## src/rtl/core_tlb_maint_pkg.sv

```systemverilog
// Shared TLB maintenance types: entry layout, update bus, op codes.
// Latency: n/a (types and constants only).
// Backpressure: n/a.
`ifndef _TLB_ENTRY_NUM
`define _TLB_ENTRY_NUM 32
`endif

package core_tlb_maint_pkg;

  // The update bus width is fixed here; the sequencer's TLB_ENTRY_NUM must match.
  localparam int TLB_ENTRY_NUM_DEF = `_TLB_ENTRY_NUM;

  // Page size code for a 4K page; only these pages compare the low VPPN bits.
  localparam logic [5:0] PS_4K = 6'd12;

  typedef enum logic [1:0] {
    TLB_OP_WR   = 2'd0,
    TLB_OP_FILL = 2'd1,
    TLB_OP_RD   = 2'd2,
    TLB_OP_INV  = 2'd3
  } tlb_op_e;

  // INVTLB op codes; anything above INV_OP_MAX is illegal.
  localparam logic [4:0] INV_OP_ALL0        = 5'd0;
  localparam logic [4:0] INV_OP_ALL1        = 5'd1;
  localparam logic [4:0] INV_OP_G           = 5'd2;
  localparam logic [4:0] INV_OP_NG          = 5'd3;
  localparam logic [4:0] INV_OP_NG_ASID     = 5'd4;
  localparam logic [4:0] INV_OP_NG_ASID_VA  = 5'd5;
  localparam logic [4:0] INV_OP_G_OR_ASID_VA = 5'd6;
  localparam logic [4:0] INV_OP_MAX         = 5'd6;

  typedef struct packed {
    logic [18:0] vppn;
    logic [5:0]  ps;
    logic        g;
    logic [9:0]  asid;
    logic        e;
  } tlb_key_t;

  typedef struct packed {
    logic [19:0] ppn;
    logic [1:0]  plv;
    logic [1:0]  mat;
    logic        d;
    logic        v;
  } tlb_value_t;

  typedef struct packed {
    tlb_key_t        key;
    tlb_value_t [1:0] value;
  } tlb_entry_t;

  typedef struct packed {
    logic [TLB_ENTRY_NUM_DEF-1:0] tlb_we;
    tlb_entry_t                   tlb_w_entry;
  } tlb_update_req_t;

endpackage

```

## src/rtl/tlb_inv_match.sv

```systemverilog
// INVTLB predicate: does this key fall under the given op/asid/va.
// Latency: combinational.
// Backpressure: none; the caller gates with the entry valid bit.
module tlb_inv_match
  import core_tlb_maint_pkg::*;
(
  input  tlb_key_t    key,
  input  logic [4:0]  op,
  input  logic [9:0]  asid,
  input  logic [31:0] va,
  output logic        hit
);

  logic asid_hit;
  logic va_hit;
  logic unused_bits;

  // Valid bit is qualified by the caller; page offset bits never take part.
  assign unused_bits = ^{key.e, va[12:0]};

  assign asid_hit = (key.asid == asid);

  // Large pages compare only the upper VPPN bits; 4K pages compare all of it.
  assign va_hit = (va[31:23] == key.vppn[18:10]) &&
                  ((key.ps != PS_4K) || (va[22:13] == key.vppn[9:0]));

  // Select the predicate for the op; illegal ops never match.
  always_comb begin
    hit = 1'b0;
    case (op)
      INV_OP_ALL0, INV_OP_ALL1: hit = 1'b1;
      INV_OP_G:                 hit = key.g;
      INV_OP_NG:                hit = !key.g;
      INV_OP_NG_ASID:           hit = !key.g && asid_hit;
      INV_OP_NG_ASID_VA:        hit = !key.g && asid_hit && va_hit;
      INV_OP_G_OR_ASID_VA:      hit = (key.g || asid_hit) && va_hit;
      default:                  hit = 1'b0;
    endcase
  end

endmodule

```

## src/rtl/core_tlb_maint.sv

```systemverilog
// TLB maintenance sequencer (WR/FILL/RD/INVTLB) owning the shared TLB update bus and a shadow of all entries.
// Latency: WR/FILL/RD/illegal INV done at +1 cycle; INV writes at +1..+N, done at +N.
// Backpressure: one op at a time; req_ready_o low outside IDLE and during the done cycle.
module core_tlb_maint
  import core_tlb_maint_pkg::*;
#(
  parameter int TLB_ENTRY_NUM = `_TLB_ENTRY_NUM
) (
  input  logic                             clk,
  input  logic                             rst_n,
  input  logic                             req_valid_i,
  output logic                             req_ready_o,
  input  tlb_op_e                          req_op_i,
  input  logic [$clog2(TLB_ENTRY_NUM)-1:0] req_index_i,
  input  tlb_entry_t                       req_entry_i,
  input  logic [4:0]                       inv_op_i,
  input  logic [9:0]                       inv_asid_i,
  input  logic [31:0]                      inv_va_i,
  output tlb_update_req_t                  tlb_update_req_o,
  output logic                             done_o,
  output logic                             err_o,
  output tlb_entry_t                       rd_entry_o,
  output logic [$clog2(TLB_ENTRY_NUM)-1:0] fill_index_o
);

  localparam int IW = $clog2(TLB_ENTRY_NUM);
  localparam logic [IW-1:0] LAST_IDX = IW'(TLB_ENTRY_NUM - 1);

  typedef enum logic [1:0] {
    S_IDLE  = 2'd0,
    S_WRITE = 2'd1,
    S_READ  = 2'd2,
    S_SCAN  = 2'd3
  } state_e;

  state_e          state_q, state_d;
  logic [IW-1:0]   scan_idx_q, scan_idx_d;
  logic [IW-1:0]   fill_cnt_q;
  logic [4:0]      inv_op_q;
  logic [9:0]      inv_asid_q;
  logic [31:0]     inv_va_q;
  logic            latch_inv;

  // Shadow copy: payload is unreset, validity lives in a separately reset vector.
  tlb_entry_t               shadow_q [TLB_ENTRY_NUM];
  logic [TLB_ENTRY_NUM-1:0] shadow_e_q;

  // Single shadow write port, shared by WR/FILL and scan invalidation.
  logic            sh_we;
  logic [IW-1:0]   sh_idx;
  tlb_entry_t      sh_entry;

  // Next values of the registered outputs.
  tlb_update_req_t upd_d;
  logic            done_d;
  logic            err_d;
  tlb_entry_t      rd_entry_d;
  logic [IW-1:0]   fill_index_d;

  // Invalidate matcher port. Outputs are registered, so the entry for the next
  // output cycle is evaluated one cycle early: index 0 from the live request
  // operands in IDLE, then index i+1 from the latched operands while scanning.
  logic [IW-1:0]   m_idx;
  logic [4:0]      m_op;
  logic [9:0]      m_asid;
  logic [31:0]     m_va;
  tlb_entry_t      m_entry;
  tlb_entry_t      m_clr;
  logic            m_hit;
  logic            scan_step;
  tlb_entry_t      rd_sel;

  assign req_ready_o = (state_q == S_IDLE) && !done_o;

  assign m_idx  = (state_q == S_SCAN) ? scan_idx_q + 1'b1 : '0;
  assign m_op   = (state_q == S_SCAN) ? inv_op_q   : inv_op_i;
  assign m_asid = (state_q == S_SCAN) ? inv_asid_q : inv_asid_i;
  assign m_va   = (state_q == S_SCAN) ? inv_va_q   : inv_va_i;

  // Shadow read ports with the authoritative valid bit merged in.
  always_comb begin
    m_entry            = shadow_q[m_idx];
    m_entry.key.e      = shadow_e_q[m_idx];
    m_clr              = m_entry;
    m_clr.key.e        = 1'b0;
    rd_sel             = shadow_q[req_index_i];
    rd_sel.key.e       = shadow_e_q[req_index_i];
  end

  tlb_inv_match u_inv_match (
    .key  (m_entry.key),
    .op   (m_op),
    .asid (m_asid),
    .va   (m_va),
    .hit  (m_hit)
  );

  // Next state, shadow write and next registered outputs.
  always_comb begin
    state_d      = state_q;
    scan_idx_d   = scan_idx_q;
    latch_inv    = 1'b0;
    scan_step    = 1'b0;
    upd_d        = '0;
    done_d       = 1'b0;
    err_d        = 1'b0;
    rd_entry_d   = rd_entry_o;
    fill_index_d = fill_index_o;
    sh_we        = 1'b0;
    sh_idx       = '0;
    sh_entry     = '0;

    case (state_q)
      S_IDLE: begin
        if (req_valid_i && req_ready_o) begin
          case (req_op_i)
            TLB_OP_WR, TLB_OP_FILL: begin
              sh_idx   = (req_op_i == TLB_OP_FILL) ? fill_cnt_q : req_index_i;
              sh_we    = 1'b1;
              sh_entry = req_entry_i;
              upd_d.tlb_we[sh_idx] = 1'b1;
              upd_d.tlb_w_entry    = req_entry_i;
              if (req_op_i == TLB_OP_FILL) begin
                fill_index_d = fill_cnt_q;
              end
              done_d  = 1'b1;
              state_d = S_WRITE;
            end
            TLB_OP_RD: begin
              rd_entry_d = rd_sel;
              done_d     = 1'b1;
              state_d    = S_READ;
            end
            TLB_OP_INV: begin
              if (inv_op_i <= INV_OP_MAX) begin
                latch_inv  = 1'b1;
                scan_idx_d = '0;
                scan_step  = 1'b1;
                state_d    = S_SCAN;
              end else begin
                done_d = 1'b1;
                err_d  = 1'b1;
              end
            end
            default: ;
          endcase
        end
      end
      S_WRITE, S_READ: begin
        state_d = S_IDLE;
      end
      S_SCAN: begin
        if (scan_idx_q == LAST_IDX) begin
          state_d = S_IDLE;
        end else begin
          scan_idx_d = m_idx;
          scan_step  = 1'b1;
        end
      end
      default: state_d = S_IDLE;
    endcase

    // A scan step presents entry m_idx next cycle; only valid matching entries are rewritten.
    if (scan_step) begin
      done_d = (m_idx == LAST_IDX);
      if (m_entry.key.e && m_hit) begin
        sh_we    = 1'b1;
        sh_idx   = m_idx;
        sh_entry = m_clr;
        upd_d.tlb_we[m_idx] = 1'b1;
        upd_d.tlb_w_entry   = m_clr;
      end
    end
  end

  // Control state, scan cursor, free-running fill counter and latched INVTLB operands.
  always_ff @(posedge clk or negedge rst_n) begin
    if (!rst_n) begin
      state_q    <= S_IDLE;
      scan_idx_q <= '0;
      fill_cnt_q <= '0;
      inv_op_q   <= '0;
      inv_asid_q <= '0;
      inv_va_q   <= '0;
    end else begin
      state_q    <= state_d;
      scan_idx_q <= scan_idx_d;
      fill_cnt_q <= fill_cnt_q + 1'b1;
      if (latch_inv) begin
        inv_op_q   <= inv_op_i;
        inv_asid_q <= inv_asid_i;
        inv_va_q   <= inv_va_i;
      end
    end
  end

  // Registered update bus and commit-side outputs.
  always_ff @(posedge clk or negedge rst_n) begin
    if (!rst_n) begin
      tlb_update_req_o <= '0;
      done_o           <= 1'b0;
      err_o            <= 1'b0;
      rd_entry_o       <= '0;
      fill_index_o     <= '0;
    end else begin
      tlb_update_req_o <= upd_d;
      done_o           <= done_d;
      err_o            <= err_d;
      rd_entry_o       <= rd_entry_d;
      fill_index_o     <= fill_index_d;
    end
  end

  // Shadow valid bits follow every bus write, so they always mirror the TLBs.
  always_ff @(posedge clk or negedge rst_n) begin
    if (!rst_n) begin
      shadow_e_q <= '0;
    end else if (sh_we) begin
      shadow_e_q[sh_idx] <= sh_entry.key.e;
    end
  end

  // Shadow payload; contents are only meaningful once written.
  always_ff @(posedge clk) begin
    if (sh_we) begin
      shadow_q[sh_idx] <= sh_entry;
    end
  end

endmodule

```

## config.mk

```make
export PLATFORM = sky130hd
export DESIGN_NAME = core_tlb_maint
export DESIGN_NICKNAME = d
export VERILOG_FILES = /design/src/rtl/core_tlb_maint_pkg.sv /design/src/rtl/tlb_inv_match.sv /design/src/rtl/core_tlb_maint.sv
export SDC_FILE = /design/constraint.sdc
export NUM_CORES = 2
export LEC_CHECK = 0
export CORE_ASPECT_RATIO = 0.7
export CORE_UTILIZATION = 30
export CTS_BUF_LIST = sky130_fd_sc_hd__clkbuf_2 sky130_fd_sc_hd__clkbuf_4 sky130_fd_sc_hd__clkbuf_8
export DETAILED_ROUTE_END_ITERATION = 12
export GPL_TIMING_DRIVEN = 1
export SKIP_CTS_REPAIR_TIMING = 1
export SYNTH_ARGS = -nofsm -noshare
export SYNTH_HDL_FRONTEND = slang
export SYNTH_SLANG_ARGS = --single-unit
```

## constraint.sdc

```tcl
create_clock -name clk -period 17.3 [get_ports clk]
set_input_delay 2.595 -clock clk [delete_from_list [all_inputs] [get_ports clk]]
set_output_delay 2.595 -clock clk [all_outputs]
set_load 0.005 [all_outputs]
```

==> job_summary.md <==
## Implementation flow summary

| Metric | Value |
|---|---|
| Combinational gate area | around 0.047 mm² |
| Initial Utilization | a little under a third |
| Yosys xor share | less than 1% |
| Hold depth | 1 |
| Hold Startpoint | inv_asid_q[5]$_DFFE_PN0P_ |
| Final core utilization | 34.81% |
| Cell Rows | 209 |
| Layout cells sized above 1 | approximately 36% |
| Sw Ratio | a little over a quarter |
| Setup CP Type | flip-flop to flip-flop |
| VDD IR max | approximately 0.066 mV |
| Largest net degree at the start of global routing | roughly 130 |
| Skew final | 201.5 ps |
| CP Max Fanout | around 130 |
| DRC | 0 |
| Run status | finished clean |
| WHS | between 500 and 600 ps |
| Fin crit period | around 11000 ps |
| Clock tree from TritonCTS | yes |
| R2R cell count | 20 |
| Top cells by area, synth | edfxtp_1, mux4_2, dfrtp_1, mux2i_1, clkbuf_1 |
| Synth cell types | 74 |
| Yosys warning tally | 0 |
| Initial antenna violation count | 30 |
| Mux frac, synth | 27.48% |
| Met1 Use GR | between 20% and 30% |
| Clock-pin slew on the worst setup and hold paths | 70 ps |
| Routed wl met3 | approximately 43000 µm |
| Chip Area, Yosys | between 0.1 and 0.15 mm² |
| CP Cell Sequence | ha_4 > buf_4 > and2_4 > buf_12 > buf_12 > mux4_2 > nor3_1 > nor4_1 > a21oi_1 > nor4_1 > nand4_1 > o21ai_1 > nor4bb_4 > buf_4 > nor2_4 > buf_12 > or2_1 > o21ai_4 > buf_4 > buf_4 |
| Synth-to-layout area growth | 15.09% |
| Die area | 0.4713 mm² |
| Seq/Total Area, Yosys | 65.42% |
| Syn Area/Cell | slightly above 20 µm² |
| Power density cells | roughly 110 mW/mm² |
| M3 GR Usage | under 10% |
| HPWL Detailed | between 200000 and 300000 µm |
| CP delay by family, top | buffers and inverters |
| Slew Limit Fails | 0 |
| Gr busiest metal | met2 |
| Latency at later pin | approximately 1200 ps |
| Main logic family | multiplexers |
| Flop pwr share | between 40 and 50% |
| Startpoint type of the worst setup path | flip-flop |
| Port Buffers | ~350 |
| Core region area | about 0.46 mm² |
-- final cells by class --
type	instances	share of cell area, %
diodes	25	0.03868
clock buffers	678	5.185
clock inverters	215	0.8609
inverters	14	0.03249
multi-input cells	3172	28.94
flip-flops and latches	3111	56.84
well taps	6224	4.814
repair buffers	562	3.289
-- per-stage QoR --
stage | setup WS, ps | cell area [µm²] | cells
detailed placement | 6295 | 151900 | 13080
CTS | 6189 | 161700 | 13980
floorplan | 3628 | 140600 | 6837
global route | 6129 | 161700 | 13990
finish | 6012 | 161800 | 14000
global placement | 6391 | 151900 | 13080
-- power groups by stage --
| stage | sequential (W) | combinational, W | clock (W) |
|---|---|---|---|
| floorplan | 0.00877 | 0.00160 | 0 |
| global placement | 0.00880 | 0.00263 | 0 |
| detailed placement | 0.00881 | 0.00265 | 0 |
| CTS | 0.00866 | 0.00266 | 0.00648 |
| global route | 0.00867 | 0.00277 | 0.00679 |
| finish | 0.00865 | 0.00260 | 0.00638 |
-- worst max path at each step --
| stage | from | to | cells after the start |
|---|---|---|---|
| 2_1_floorplan | req_index_i[1] | shadow_q[30][0]$_DFFE_PP_ | 7 |
| 3_3_place_gp | inv_op_i[1] | shadow_q[27][78]$_DFFE_PP_ | 15 |
| 3_5_place_dp | inv_op_i[1] | shadow_q[27][14]$_DFFE_PP_ | 15 |
| 4_1_cts | state_q[0]$_DFFE_PN0P_ | shadow_q[27][11]$_DFFE_PP_ | 20 |
| 5_1_grt | state_q[0]$_DFFE_PN0P_ | shadow_q[27][11]$_DFFE_PP_ | 20 |
| 6_report | state_q[0]$_DFFE_PN0P_ | shadow_q[14][32]$_DFFE_PP_ | 20 |
The metal 4 layer:
The bar under the picture is 200 µm long.
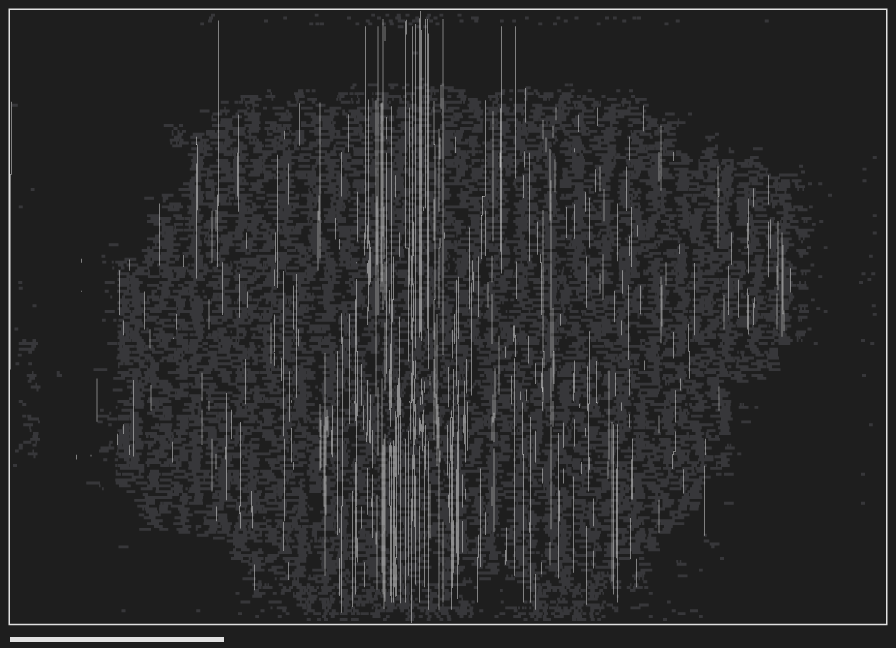
The layer carries 25.0 mm of wire. The wires run mostly vertical. The longest straight run is 314 µm. The layer holds 5.2% of the routed length. 228 nets have wire on it.
DR vias: 81.03k
final wirelength: 483800 µm

Signal wires by layer:
Only two layers are drawn.
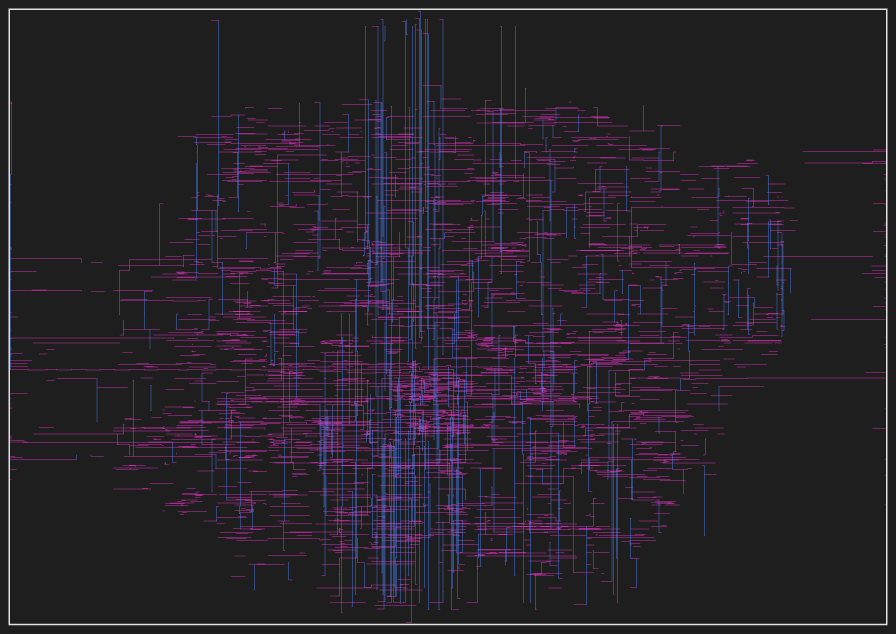
Key: magenta = M3 [wire length 43.4 mm]; blue = M4 [wire length 25.0 mm]
WL/cell: 34.56 µm
gr usage total: 19.91%

Met2 routing:
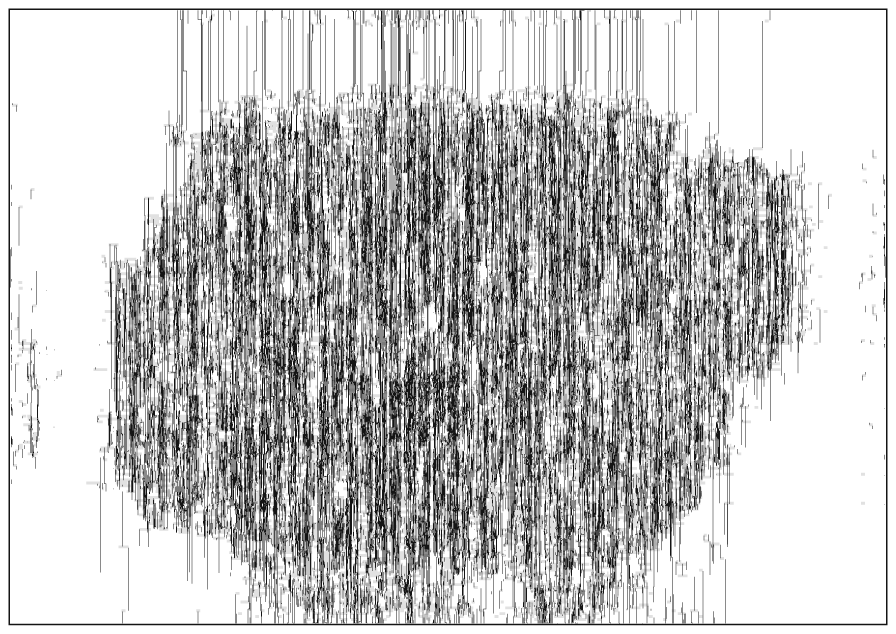
6986 nets have wire on it. The layer carries 230 mm of wire.
GR Util met2: 31.96%

Power and IR drop assume default switching activity.
